[src/rtl/mac_pkg.sv]
// Shared defaults and FSM state encoding for the MAC result drain.
package mac_pkg;
    localparam int ACC_W_DEF = 32;
    localparam int OUT_W_DEF = 16;
    localparam int SHIFT_DEF = 8;

    typedef enum logic [1:0] {
        IDLE  = 2'd0,
        ACCUM = 2'd1,
        WAIT  = 2'd2
    } state_t;
endpackage

[src/rtl/mac_drain_fifo.sv]
// Small circular result buffer; push and pop may coincide at any occupancy, including full.
module mac_drain_fifo #(
    parameter int DEPTH = 2,
    parameter int WIDTH = 17,
    parameter int CNT_W = $clog2(DEPTH + 1)
) (
    input  logic             clk,
    input  logic             rst,
    input  logic             i_push,
    input  logic [WIDTH-1:0] i_din,
    input  logic             i_pop,
    output logic             o_valid,
    output logic [WIDTH-1:0] o_dout,
    output logic [CNT_W-1:0] o_count
);
    localparam int PTR_W = (DEPTH > 1) ? $clog2(DEPTH) : 1;

    logic [WIDTH-1:0] r_mem [DEPTH];
    logic [PTR_W-1:0] r_wr;
    logic [PTR_W-1:0] r_rd;
    logic [CNT_W-1:0] r_count;
    logic             w_pop;
    logic             w_push;

    function automatic logic [PTR_W-1:0] next_ptr(input logic [PTR_W-1:0] p);
        return (p == PTR_W'(DEPTH - 1)) ? '0 : p + 1'b1;
    endfunction

    assign w_pop  = i_pop && (r_count != '0);
    // At full the popped slot is the one being written, so a concurrent push is safe.
    assign w_push = i_push && ((r_count != CNT_W'(DEPTH)) || w_pop);

    always_ff @(posedge clk) begin
        if (rst) begin
            r_wr    <= '0;
            r_rd    <= '0;
            r_count <= '0;
        end else begin
            if (w_push) r_wr <= next_ptr(r_wr);
            if (w_pop)  r_rd <= next_ptr(r_rd);
            case ({w_push, w_pop})
                2'b10:   r_count <= r_count + 1'b1;
                2'b01:   r_count <= r_count - 1'b1;
                default: ;
            endcase
        end
    end

    always_ff @(posedge clk) begin
        if (w_push) r_mem[r_wr] <= i_din;
    end

    // Storage is not reset; the head is masked to zero while empty instead.
    assign o_valid = (r_count != '0);
    assign o_dout  = o_valid ? r_mem[r_rd] : '0;
    assign o_count = r_count;
endmodule

[src/rtl/mac_result_drain.sv]
// Sequences one dot-product job on the PE, scales/saturates its sum and buffers results.
// Define MAC_DRAIN_ROUND_EN for round-half-up scaling; otherwise scaling floors.
module mac_result_drain
    import mac_pkg::*;
#(
    parameter int ACC_W = ACC_W_DEF,
    parameter int OUT_W = OUT_W_DEF,
    parameter int SHIFT = SHIFT_DEF,
    parameter int DEPTH = 2
) (
    input  logic                    clk,
    input  logic                    rst,
    input  logic                    start,
    input  logic [7:0]              len,
    output logic                    start_ready,
    output logic                    op_en,
    input  logic                    in_valid,
    input  logic signed [ACC_W-1:0] acc_in,
    output logic                    pe_clr,
    output logic                    out_valid,
    input  logic                    out_ready,
    output logic [OUT_W-1:0]        out_data,
    output logic                    out_sat
);
    localparam int CNT_W = $clog2(DEPTH + 1);
    localparam logic signed [ACC_W:0] SAT_MAX = (ACC_W+1)'((longint'(1) << (OUT_W - 1)) - 1);
    localparam logic signed [ACC_W:0] SAT_MIN = ~SAT_MAX;
`ifdef MAC_DRAIN_ROUND_EN
    localparam logic signed [ACC_W:0] RND_HALF = (ACC_W+1)'(longint'(1) << (SHIFT - 1));
`endif

    state_t           r_state;
    logic [7:0]       r_len;
    logic [7:0]       r_cnt;
    logic [CNT_W-1:0] w_count;
    logic             w_accept;
    logic             w_push;
    logic [OUT_W:0]   w_din;
    logic [OUT_W:0]   w_dout;

    // One guard bit keeps the rounding add free of overflow.
    function automatic logic signed [ACC_W:0] round_shift(input logic signed [ACC_W-1:0] acc);
        logic signed [ACC_W:0] w_ext;
        w_ext = {acc[ACC_W-1], acc};
`ifdef MAC_DRAIN_ROUND_EN
        w_ext = w_ext + RND_HALF;
`endif
        return w_ext >>> SHIFT;
    endfunction

    function automatic logic [OUT_W:0] saturate(input logic signed [ACC_W:0] r);
        if (r > SAT_MAX) return {1'b1, SAT_MAX[OUT_W-1:0]};
        if (r < SAT_MIN) return {1'b1, SAT_MIN[OUT_W-1:0]};
        return {1'b0, r[OUT_W-1:0]};
    endfunction

    // The FIFO slot is reserved at acceptance, so no push is ever refused.
    assign start_ready = (r_state == IDLE) && (w_count < CNT_W'(DEPTH));
    assign w_accept    = start && start_ready;
    assign op_en       = (r_state == ACCUM);
    assign pe_clr      = rst || (r_state == IDLE);
    assign w_push      = (w_accept && (len == 8'd0)) || (r_state == WAIT);
    assign w_din       = (r_state == WAIT) ? saturate(round_shift(acc_in)) : '0;

    always_ff @(posedge clk) begin
        if (rst) begin
            r_state <= IDLE;
            r_len   <= '0;
            r_cnt   <= '0;
        end else begin
            case (r_state)
                IDLE: begin
                    if (w_accept && (len != 8'd0)) begin
                        r_len   <= len;
                        r_cnt   <= '0;
                        r_state <= ACCUM;
                    end
                end
                ACCUM: begin
                    if (in_valid) begin
                        r_cnt <= r_cnt + 8'd1;
                        if ((r_cnt + 8'd1) == r_len) r_state <= WAIT;
                    end
                end
                WAIT:    r_state <= IDLE;
                default: r_state <= IDLE;
            endcase
        end
    end

    mac_drain_fifo #(
        .DEPTH (DEPTH),
        .WIDTH (OUT_W + 1),
        .CNT_W (CNT_W)
    ) u_fifo (
        .clk     (clk),
        .rst     (rst),
        .i_push  (w_push),
        .i_din   (w_din),
        .i_pop   (out_ready),
        .o_valid (out_valid),
        .o_dout  (w_dout),
        .o_count (w_count)
    );

    assign out_sat  = w_dout[OUT_W];
    assign out_data = w_dout[OUT_W-1:0];
endmodule

[config.mk]
export PLATFORM = sky130hd
export DESIGN_NAME = mac_result_drain
export DESIGN_NICKNAME = d
export VERILOG_FILES = /design/src/rtl/mac_pkg.sv /design/src/rtl/mac_drain_fifo.sv /design/src/rtl/mac_result_drain.sv
export SDC_FILE = /design/constraint.sdc
export NUM_CORES = 1
export LEC_CHECK = 0
export ABC_AREA = 1
export CORE_MARGIN = 4
export CORE_UTILIZATION = 35
export DETAILED_ROUTE_END_ITERATION = 8
export REMOVE_ABC_BUFFERS = 1
export SLEW_MARGIN = 10
export SYNTH_ARGS = -nofsm -noshare
export SYNTH_HDL_FRONTEND = slang
export SYNTH_SLANG_ARGS = --single-unit
[constraint.sdc]
create_clock -name clk -period 3.1 [get_ports clk]
set_input_delay 0.62 -clock clk [delete_from_list [all_inputs] [get_ports clk]]
set_output_delay 0.62 -clock clk [all_outputs]
set_load 0.05 [all_outputs]
run_1/wire_density.png
The die is cut into 19 by 19 equal tiles; dark blue is low, red is high, scaled to the fullest tile. Values are wire area over tile area, all layers added.
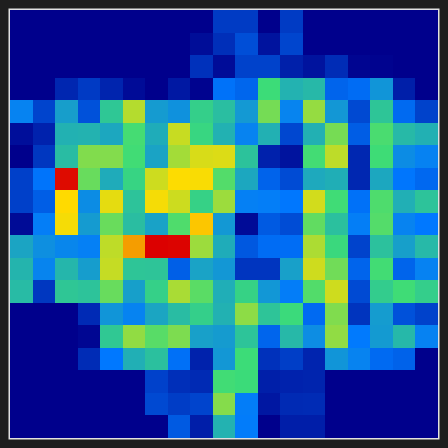
tiles over half the peak = 17%
nearly empty tiles = 26%
emptiest ninth of the die = lower left
mean over tiles = 0.11
fullest tile = 0.41
routed len/inst: 12.59 um
vias after detailed routing: 2330
Total Routed Length: 6243 um
global router's overall resource usage: 0.1409

run_1/drive_strength.png
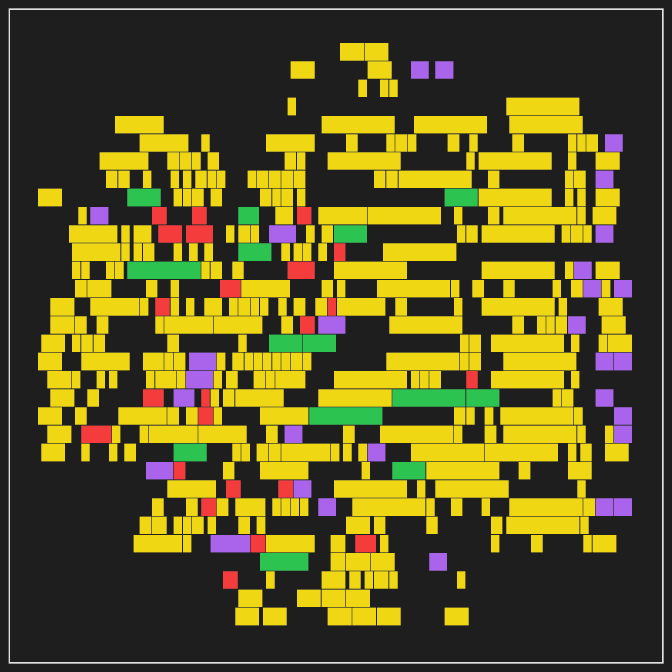
drive 2 -> red  # cells 23
drive 6 and up -> green  # cells 14
drive 1 or less -> yellow  # cells 328
drive 3 to 4 -> purple  # cells 29
bufs w/o clock: 62
post-route cell area: 0.003680 sq mm

==> tab_implementation.tex, run 1 <==
% Synthesis and place-and-route results
\begin{tabular}{lr}
\hline
Metric & Value \\
\hline
\multicolumn{2}{l}{\textbf{Final layout}} \\
Register containing the most flip-flops in the final layout & u\_fifo.r\_mem \\
Area delta synth->final & 31.65\% \\
Antenna diode count & 0 \\
Most instantiated logic cell after routing & sky130\_fd\_sc\_hd\_\_nand2\_1 \\
Most frequently placed logic cells in the final layout & sky130\_fd\_sc\_hd\_\_nand2\_1 (71), sky130\_fd\_sc\_hd\_\_a21oi\_1 (49), sky130\_fd\_sc\_hd\_\_clkdlybuf4s50\_1 (39) \\
\multicolumn{2}{l}{\textbf{STA}} \\
Summed negative setup slack over all endpoints & 0 ps \\
Worst Hold Margin & 463.2 ps \\
Setup repair after global routing missed its margin & no \\
Peak Freq & 407.3 MHz \\
Crit share post-route & 0.7920 \\
Final tally of hold violations & 0 \\
Setup skew after layout & approximately 4.9 ps \\
Slew at the pin closest to its max-slew limit & 568.2 ps \\
Setup violation total in the final timing report & 0 \\
Min Clock Period, post-route & 2455 ps \\
\multicolumn{2}{l}{\textbf{Global routing}} \\
Via count of the first global-routing pass & 2345 \\
Met3 track utilization from global routing & 0.05456 \\
Remaining global-route overflow & 0 \\
Met1 Use GR & 0.1646 \\
Global-route layer with the greatest usage & met2 \\
Number of antenna violations at the first check in global routing & 0 \\
Global-route met2 utilization & 0.2356 \\
\multicolumn{2}{l}{\textbf{Clocking}} \\
TritonCTS sink count & 57 \\
Clock root buffer master & sky130\_fd\_sc\_hd\_\_clkbuf\_8 \\
Cts-stage hold buffer count & 0 \\
Clock latency on the worst-skew pair & between 300 and 400 ps \\
Number of buffers inserted by post-CTS setup repair & 0 \\
\multicolumn{2}{l}{\textbf{Yosys}} \\
Basic Gates by Area & 0.2390 \\
Adder-Cell Fraction of Synth Area & 0.008953 \\
Number of library cell types mapped by synthesis & 39 \\
Number of cells in Yosys stat & 326 \\
Avg Cell Area, Syn & 8.574 sq um \\
Flip-flop and latch count after synthesis & approximately 57 \\
Number of enable-type register cells in the synthesized netlist & 34 \\
Mux frac, synth & 0 \\
Biggest area contributors in the synthesized netlist & sky130\_fd\_sc\_hd\_\_edfxtp\_1 (37\%), sky130\_fd\_sc\_hd\_\_dfxtp\_1 (16\%), sky130\_fd\_sc\_hd\_\_nand2\_1 (9.5\%) \\
Cell accounting for the most synthesized area & sky130\_fd\_sc\_hd\_\_edfxtp\_1 \\
Mapped Area & approximately 0.0028 sq mm \\
Top cell type by instance count after synthesis & sky130\_fd\_sc\_hd\_\_nand2\_1 \\
Share of flip-flops with an asynchronous set or reset & 0 \\
Chip area in the Yosys report & 0.002795 sq mm \\
Synthesis warning total & 0 \\
\multicolumn{2}{l}{\textbf{Pwr}} \\
Switching share of total power & 0.2263 \\
Leakage power & between 1 and 1.5 nW \\
Post-route total power & 1.859 mW \\
Combinational-cell power consumption & 0.203 mW \\
Power share of the sequential group & 0.446 \\
Pwr Density & 505.1 mW/mm\^{}2 \\
Worst vdd rail ir drop & approximately 0.00024 V \\
\multicolumn{2}{l}{\textbf{Placed design}} \\
HPWL after detailed placement & 4465 um \\
Placement-stage worst setup slack & 564.2 ps \\
Routability congestion estimate & 0.7665 \\
\multicolumn{2}{l}{\textbf{Job}} \\
Max-cap check violation count & 0 \\
Tool Warnings & 33 \\
\multicolumn{2}{l}{\textbf{Outcome}} \\
Status & finished clean \\
\multicolumn{2}{l}{\textbf{Floorplanning}} \\
Vert. Die Dim & around 100 um \\
Die Span X & 97.37 um \\
Cell Rows & 32 \\
Count of boundary I/O pins & 66 \\
\multicolumn{2}{l}{\textbf{Routing}} \\
Via density per instance & 4.698 \\
Sum of met3 wire segment lengths after detailed routing & a little under 400 um \\
DR iter-0 viols & $\sim$66 \\
Met2 WL & 2960 um \\
\multicolumn{2}{l}{\textbf{Critical path}} \\
Critical register-to-register path endpoint & u\_fifo.o\_count[1] \\
Worst r2r path cells & 9 \\
CP Launch Type & flip-flop \\
Max FO, Critical Path & 5 \\
Flop2flop setup slack & 1240 ps \\
Buffer and inverter count on the worst path & 2 \\
Reg-to-reg startpoint & r\_state[1] \\
\multicolumn{2}{l}{\textbf{Worst hold path}} \\
Start point of the worst min-delay path & u\_fifo.r\_rd \\
\hline
\end{tabular}
run_1/registers.png
Scale bar: 20 um. Other sequential cells in the stronger gray, the rest of the logic in the fainter gray.
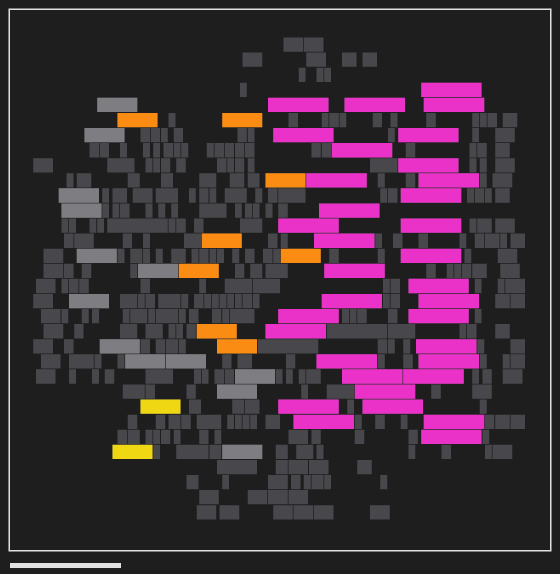
`r_cnt` -> orange  # sequential cells 8
`u_fifo.o_count` -> yellow  # sequential cells 2
`u_fifo.r_mem` -> magenta  # sequential cells 34
register share of the cell area: 0.4026
sequential cell area in the final layout: 0.001481 sq mm
final core occ: 0.4762
power of the sequential group: 0.828 mW

==> run 1: layout make-up <==
class | instances | area [sq um] | share of cell area
Tap cell | 102 | 127.6 | 0.03468
Timing Repair Buffer | 62 | 575.6 | 0.1564
Inverter | 42 | 158.9 | 0.04318
Multi-Input combinational cell | 217 | 1095 | 0.2975
Sequential cell | 57 | 1481 | 0.4026
Clock inverter | 7 | 117.6 | 0.03196
Clock buffer | 9 | 123.9 | 0.03366
==> run 1: worst max path at each step <==
stage,cells after the start,startpoint,end,slack (ps)
floorplan,5,r_state[1],u_fifo.r_mem[0][0],680
global route,5,flip-flop,out_sat,420
finish,3,r_state[0],op_en,640
global placement,10,len[0],u_fifo.o_count[1],590
CTS,3,r_state[0],op_en,620
detailed placement,10,len[0],u_fifo.o_count[1],560
run_1/final_placement.png
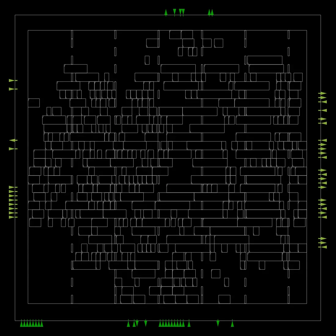

==> inputs of run 2 (changes only) <==
- clock period: 3.1 -> 2.25 ns (I/O delays scaled with it)
run_2/final_placement.png
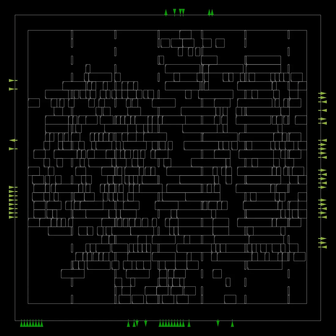
core footprint: 0.007727 sq mm
Filler cells: 756
register share of the cell area: 0.4059

==> run 2 against run 1 <==
Setup slack got worse by 410 ps. Wire length fell by 0.48%. Clock power rose by 1%. Via count grew 2.2%. Worst hold slack worse by 6.3 ps. Synthesized cell count is the same. Largest cell class unchanged. Largest power group unchanged. Highest routed layer unchanged.
==> tab_implementation.tex, run 2 <==
% Synthesis and place-and-route results
\begin{tabular}{lr}
\hline
Metric & Value \\
\hline
\multicolumn{2}{l}{\textbf{Outcome}} \\
Status & finished clean \\
\multicolumn{2}{l}{\textbf{Placed design}} \\
HPWL after detailed placement & 4440 um \\
Post-Place Cells & 483 \\
Buffers on Ports & 57 \\
Placement-stage worst setup slack & -108.3 ps \\
Placed cell areas & 0.003478 sq mm \\
Routability congestion estimate & approximately 0.79 \\
\multicolumn{2}{l}{\textbf{Critical path}} \\
Highest cell delay on the worst timing path & 420 ps \\
Arrival time at the worst endpoint & 2240 ps \\
Type of the worst setup path & input pin to flip-flop \\
Worst r2r path cells & 9 \\
Most used cell, CP & sky130\_fd\_sc\_hd\_\_nor2\_1 \\
Flop2flop setup slack & 420 ps \\
Library cell contributing the largest single delay on the critical path & sky130\_fd\_sc\_hd\_\_clkdlybuf4s50\_1 \\
Path length in cells of the critical path & 10 \\
Critical Path Sink Type & flip-flop \\
Required @ worst endpoint & 2480 ps \\
Buffer and inverter count on the worst path & 1 \\
Critical register-to-register path endpoint & u\_fifo.o\_count[1] \\
Critical path destination & u\_fifo.o\_count[1] \\
Max FO, Critical Path & 4 \\
Reg-to-reg startpoint & r\_state[1] \\
Crit path max-delay family & simple AND/OR/NAND/NOR gates \\
Critical Path, Cell by Cell & clkdlybuf4s50\_1 -> nor2\_1 -> nor3b\_2 -> nand3\_1 -> o21ai\_1 -> nand2\_2 -> ha\_1 -> nor2\_1 -> and3\_1 -> nor3\_1 \\
Crit. Startpoint & len[0] \\
CP Launch Type & input pin \\
\multicolumn{2}{l}{\textbf{Routing}} \\
Vias after detailed routing & 2381 \\
Routed len/inst & 12.45 um \\
DRC violation count after routing & 0 \\
Pre-Repair DR Iteration Count & 5 \\
Via density per instance & between 4 and 5 \\
Remaining number of nets flagged by the antenna check after routing & 0 \\
Total Routed Length & 6213 um \\
DR iter-0 viols & 101 \\
\multicolumn{2}{l}{\textbf{Yosys}} \\
Number of instances in the synthesized netlist & 326 \\
Cell accounting for the most synthesized area & sky130\_fd\_sc\_hd\_\_edfxtp\_1 \\
Synthesis warning total & 0 \\
Avg Cell Area, Syn & 8.574 sq um \\
Seq share, synth & 0.5300 \\
Share of flip-flops with an asynchronous set or reset & 0 \\
Adder-Cell Fraction of Synth Area & 0.008953 \\
Number of cells in Yosys stat & 326 \\
Number of library cell types mapped by synthesis & 39 \\
Fraction of synthesized cell area in xor and xnor cells & 0.006267 \\
Biggest area contributors in the synthesized netlist & sky130\_fd\_sc\_hd\_\_edfxtp\_1 (37\%), sky130\_fd\_sc\_hd\_\_dfxtp\_1 (16\%), sky130\_fd\_sc\_hd\_\_nand2\_1 (9.5\%) \\
Synthesized-area fraction occupied by ao, oa, aoi and oai cells & 0.1374 \\
Top logic cell family in the synthesized netlist & simple AND/OR/NAND/NOR gates \\
Flip-flop and latch count after synthesis & 57 \\
Number of enable-type register cells in the synthesized netlist & 34 \\
Top cell type by instance count after synthesis & sky130\_fd\_sc\_hd\_\_nand2\_1 \\
Mux frac, synth & 0 \\
Basic Gates by Area & 0.2390 \\
Yosys top cell area share & 0.3653 \\
Top cell types by occurrence after synthesis & sky130\_fd\_sc\_hd\_\_nand2\_1 (71), sky130\_fd\_sc\_hd\_\_a21oi\_1 (49), sky130\_fd\_sc\_hd\_\_inv\_1 (38), sky130\_fd\_sc\_hd\_\_edfxtp\_1 (34), sky130\_fd\_sc\_hd\_\_nor2\_1 (24) \\
Chip area in the Yosys report & about 0.0028 sq mm \\
Mapped Area & between 0.002 and 0.003 sq mm \\
Dominant register cell in the synthesized netlist & sky130\_fd\_sc\_hd\_\_edfxtp\_1 \\
\multicolumn{2}{l}{\textbf{STA}} \\
Worst Hold Margin & 456.9 ps \\
Summed negative setup slack over all endpoints & 0 ps \\
Minimum setup slack in the final design & about 230 ps \\
Setup skew after layout & 9.366 ps \\
Final max-slew violation count & 0 \\
Tightest slew margin relative to the limit & 0.6628 \\
Setup violation total in the final timing report & 0 \\
Final tally of hold violations & 0 \\
Min Clock Period, post-route & just over 2000 ps \\
Peak Freq & 495.2 MHz \\
Slew at the pin closest to its max-slew limit & 502.7 ps \\
Setup repair after global routing missed its margin & no \\
Crit share post-route & 0.8975 \\
\multicolumn{2}{l}{\textbf{Final layout}} \\
ClkCell Share & 0.04697 \\
Area occupied by multi-input gates & 0.001095 sq mm \\
Register containing the most flip-flops in the final layout & u\_fifo.r\_mem \\
Number of logic gates & 217 \\
Area delta synth->final & 30.57\% \\
Post-route cell area & 0.003650 sq mm \\
Count of flip-flops and latches & $\sim$57 \\
Post-layout instance count excluding filler cells & around 500 \\
Bufs w/o clock & 65 \\
Max reg flops & 34 \\
Antenna diode count & 0 \\
Layout Nets & $\sim$440 \\
Final-layout clock buffer total & 10 \\
Fraction of standard cell area in multi-input logic & 0.3000 \\
Final core occ & 0.4723 \\
Most instantiated logic cell after routing & sky130\_fd\_sc\_hd\_\_nand2\_1 \\
Layout buffering overhead excluding clock cells & 0.1687 \\
Invs w/o clock & 42 \\
Max-area cell class & registers \\
Layout cells sized above 1 & 0.1788 \\
Largest registers ranked by flip-flop count & u\_fifo.r\_mem: 34 flops, r\_cnt: 8 flops, r\_len: 8 flops \\
Most frequently placed logic cells in the final layout & sky130\_fd\_sc\_hd\_\_nand2\_1 (71), sky130\_fd\_sc\_hd\_\_a21oi\_1 (49), sky130\_fd\_sc\_hd\_\_inv\_1 (38) \\
Sequential cell area in the final layout & 0.001481 sq mm \\
\multicolumn{2}{l}{\textbf{Pwr}} \\
Post-route total power & 2.254 mW \\
Combinational-cell power consumption & 0.279 mW \\
Power of the sequential group & 1.14 mW \\
Leakage power & 1.473 nW \\
Pwr Density & 617.6 mW/mm\^{}2 \\
Switching pwr & around 0.59 mW \\
Logic pwr share & 0.124 \\
Worst vdd rail ir drop & 0.0002976 V \\
Clock share of power & 0.371 \\
Internal power & approximately 1.7 mW \\
Pwr top & sequential cells \\
Reported clock group power & approximately 0.84 mW \\
Power share of the sequential group & 0.505 \\
Switching share of total power & 0.2620 \\
\multicolumn{2}{l}{\textbf{Worst hold path}} \\
Hold EP & u\_fifo.r\_rd \\
Start point of the worst min-delay path & u\_fifo.r\_rd \\
Number of cells on the worst hold path & 1 \\
Path category of the worst min-delay check & flip-flop to flip-flop \\
\multicolumn{2}{l}{\textbf{Floorplanning}} \\
Tap cell count & slightly above 100 \\
Total die area & between 0.009 and 0.01 sq mm \\
Cell Rows & 32 \\
Vert. Die Dim & $\sim$100 um \\
Count of boundary I/O pins & $\sim$66 \\
Die Span X & 97.37 um \\
Initial cell density of the core & 0.3617 \\
\multicolumn{2}{l}{\textbf{Clocking}} \\
Cts-stage hold buffer count & 0 \\
TritonCTS sink count & 57 \\
Clock buffer depth & 2 \\
Clock edge transition at the registers on the reported setup and hold paths & approximately 70 ps \\
Clock root buffer master & sky130\_fd\_sc\_hd\_\_clkbuf\_8 \\
CTS tree & built \\
Cts bufs inserted & 9 \\
Clock latency on the worst-skew pair & about 330 ps \\
Number of buffers inserted by post-CTS setup repair & 0 \\
Number of gates given a new drive strength after cts & 0 \\
Clock H-tree levels & 3 \\
\multicolumn{2}{l}{\textbf{Global routing}} \\
Wire length of the first global-routing pass & 10670 um \\
Remaining global-route overflow & 0 \\
Global router's overall resource usage & 0.1372 \\
Maximum number of pins on one net before global-route repair & 20 \\
Number of antenna violations at the first check in global routing & 0 \\
Via count of the first global-routing pass & around 2.3k \\
\multicolumn{2}{l}{\textbf{Job}} \\
Max-cap check violation count & 0 \\
Tool Warnings & 33 \\
\hline
\end{tabular}
[run 2: cell counts after synthesis]
Identical to the previous run, type by type.
[run 2: worst register-to-register path, stage by stage, from the launching register on]
cell	delay [ps]
sky130_fd_sc_hd__dfxtp_1	540
sky130_fd_sc_hd__inv_1	70
sky130_fd_sc_hd__nor2_1	140
sky130_fd_sc_hd__inv_1	100
sky130_fd_sc_hd__o21ai_1	100
sky130_fd_sc_hd__nand2_2	100
sky130_fd_sc_hd__ha_1	330
sky130_fd_sc_hd__nor2_1	140
sky130_fd_sc_hd__and3_1	160
sky130_fd_sc_hd__nor3_1	40
[run 2: layer usage]
metal	GRT usage	wire, um	up-vias
met4	0.05431	76	0
met1	0.1705	2788	1087
met2	0.2246	2939	70
met3	0.03948	407	8
met5	0	0	-
li1	-	-	1216
Power and IR drop assume default switching activity.
